==> config.mk <==
export PLATFORM = sky130hd
export DESIGN_NAME = uart_tx_fifo
export DESIGN_NICKNAME = d
export VERILOG_FILES = /design/src/rtl/uart_pkg.sv /design/src/rtl/sync_fifo.sv /design/src/rtl/uart_tx_fifo.sv
export SDC_FILE = /design/constraint.sdc
export NUM_CORES = 1
export LEC_CHECK = 0
export CAP_MARGIN = 10
export CORE_MARGIN = 10
export CORE_UTILIZATION = 31
export CTS_CLUSTER_SIZE = 40
export DETAILED_ROUTE_END_ITERATION = 8
export GPL_TIMING_DRIVEN = 1
export SLEW_MARGIN = 10
export SYNTH_ARGS = -nofsm -noshare
export SYNTH_HDL_FRONTEND = slang
export SYNTH_HIERARCHICAL = 1
export SYNTH_SLANG_ARGS = --single-unit
==> constraint.sdc <==
create_clock -name clk -period 3 [get_ports clk]
set_clock_uncertainty 0.2 [all_clocks]
set_input_delay 0.45 -clock clk [delete_from_list [all_inputs] [get_ports clk]]
set_output_delay 0.45 -clock clk [all_outputs]
set_load 0.05 [all_outputs]
Figure 1. Wiring by layer.
Bar = 50 um.
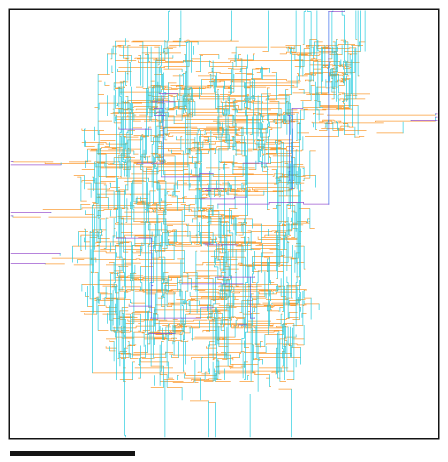
orange -> M1  # wire length 7,310 um
cyan -> M2  # wire length 7,860 um
blue -> M4  # wire length 211 um
purple -> M3  # wire length 370 um
Post-Route WL: 15.7 mm
wire per inst: 18.8 um
global-route usage over all layers: 11.1%
routed via count: 4,166

Figure 2. Clock network drawn from the DEF.
Bar = 50 um.
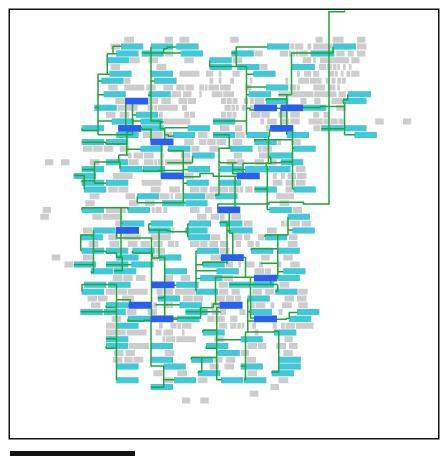
blue -> clock-net drivers  # count 17
cyan -> flip-flops  # count 153
green -> clock wires  # length 1,880 um
routed clock nets = 18
Clock power frac: 20.8%
Clock Latency Late Sink: 0.41 ns
clock network power: 2090 uW

Figure 3. The clock network.
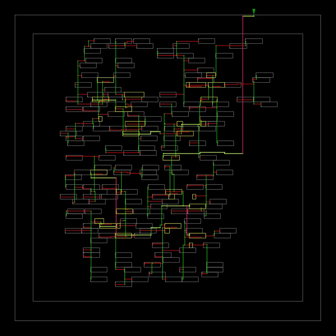
total CTS buffers: 17
Seq Cell Count: 153
clock buf count: 19
CTS Sinks: 153

Figure 4. Ports around the boundary.
Pins as bars across the die edge, other pins in grey.
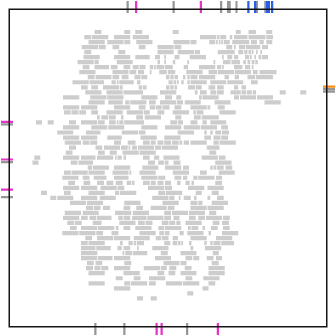
orange -> `empty`  # pins 1, direction output, edge right
magenta -> `tx_data`  # pins 8, direction output, edge 3 bottom, 3 left, 2 top
blue -> `count`  # pins 5, direction output, edge top
all pins by edge = 15 top, 6 bottom, 6 left, 3 right
Die Span Y: 171 um
Die Span X: 171 um
Port Buffers: 29

Figure 5. Register map, names as in the netlist.
Other sequential cells in the stronger grey, the rest of the logic in the fainter grey.
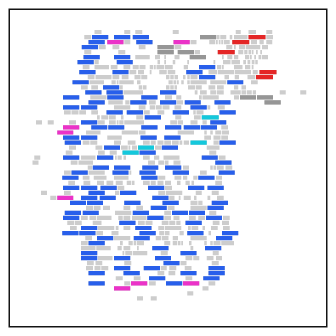
magenta -> `tx_data`  # sequential cells 8
red -> `u_fifo/count`  # sequential cells 5, where upper right
cyan -> `u_fifo/rd_ptr`  # sequential cells 4, where centre
blue -> `u_fifo/mem`  # sequential cells 128
not coloured = 8
Final Core Density: 37.4%
Seq power: 3840 uW
flop share of the area: 45.5%

==> changes_impl.md <==
### Implementation results

* Worst hold-check path type: reg2reg
* Post-CTS Hold Buffers at 1
* WP data arrival at 2.98 ns
* Post-synth top cells: dfrtp_1, mux2_2, mux2_1, mux2i_1, o21ai_0
* Logic share of the area at 37.2%
* I/O pin count at 30
* CTS Root Cell: clkbuf_16
* Most instantiated logic cell after routing: dfrtp_1
* Setup Fix Bufs, Post-CTS at 0
* Main flop type: dfrtp_1
* CTS tree: done
* Status: finished clean
* CP bufs+invs at 0
* Iter 0 DRT Violations at 193
* Register area at 3840 um2
* Cts repair resizes at 0
* NonClk Buf Share at 5.77%
* Adder Share, Synth at 1.88%
* Clock slew at reported path FFs at 0.06 ns
* DRC errors left at 0
* Crit-path max cell delay at 0.45 ns
* Inverters at 10
* CP Depth at 11
* Clk tree area frac at 6.86%
* Commonest cells after routing, fill and taps aside: dfrtp_1, mux2_2, mux2_1, clkdlybuf4s50_1, mux2i_1
* Area leader share at 54.1%
* Rel. slew slack at 52.8%
* Logic area at 3140 um2
* Synth area leader: dfrtp_1
* Remaining global-route overflow at 0
* Sequential Power Share at 38.3%
* Fp util at 31.3%
* Area figure in the yosys stat output at 7070 um2
* Critical path's top delay family: simple AND/OR/NAND/NOR gates
* Core Region at 22,600 um2
* Crit Path Class: reg2reg
* Post-synth tally of flip-flops with integrated enable at 0
* Final period util at 95.9%
* Largest area class, layout: flip-flops and latches
* Required time of the critical path at 3.10 ns
* H-tree Lvls at 4
* YS warnings at 6
* Combinational share of power at 41.0%
* Async SR Flop Fraction at 100%
* Top power group: combinational logic
* First-pass GRT wire length at 25.1 mm
* Simple-Gate Area Share at 4.23%
* Synth logic family: multiplexers
* #FFs+latches synth at 153
* R2R setup slack at 0.12 ns
* DRT antenna net count at 0
* Die ar. at 29,200 um2
* Yosys xor share at 1.36%
* Crit-path max FO at 4
* Unique cell types at 31
* RSZ-0062 raised after global routing: no
* Buffers, non-clock at 50
* Mux area share at 31.6%
* Max reg flops at 128
* Ys cells at 500
* Synthesis-to-layout area growth at 19.2%
* Final RePlAce weighted congestion at 0.777
* Final Max Tran Viols at 0
* Post-Syn Instances at 500
* Switching power share of the total at 35.1%
[routing by layer]
metal	vias up	part of all wire, %	GRT usage, %	routed length, um
met2	61	50	18.3	7860
met5	-	0	0	0
met1	2197	46	13.8	7310
met4	0	1.3	4.42	210
met3	14	2.3	2.28	369
li1	1894	-	-	-
[per-stage QoR]
step | worst slack (ns) | total power [uW] | TNS (ns) | instance area [um2] | std cells
floorplan | -0.331 | 6690 | -0.415 | 7130 | 500
global placement | 0.139 | 7780 | 0 | 7810 | 801
detailed placement | 0.0893 | 8000 | 0 | 7810 | 801
CTS | 0.0687 | 10100 | 0 | 8400 | 833
global route | 0.0239 | 10700 | 0 | 8430 | 836
finish | 0.124 | 10100 | 0 | 8430 | 836
Power and IR drop assume default switching activity.
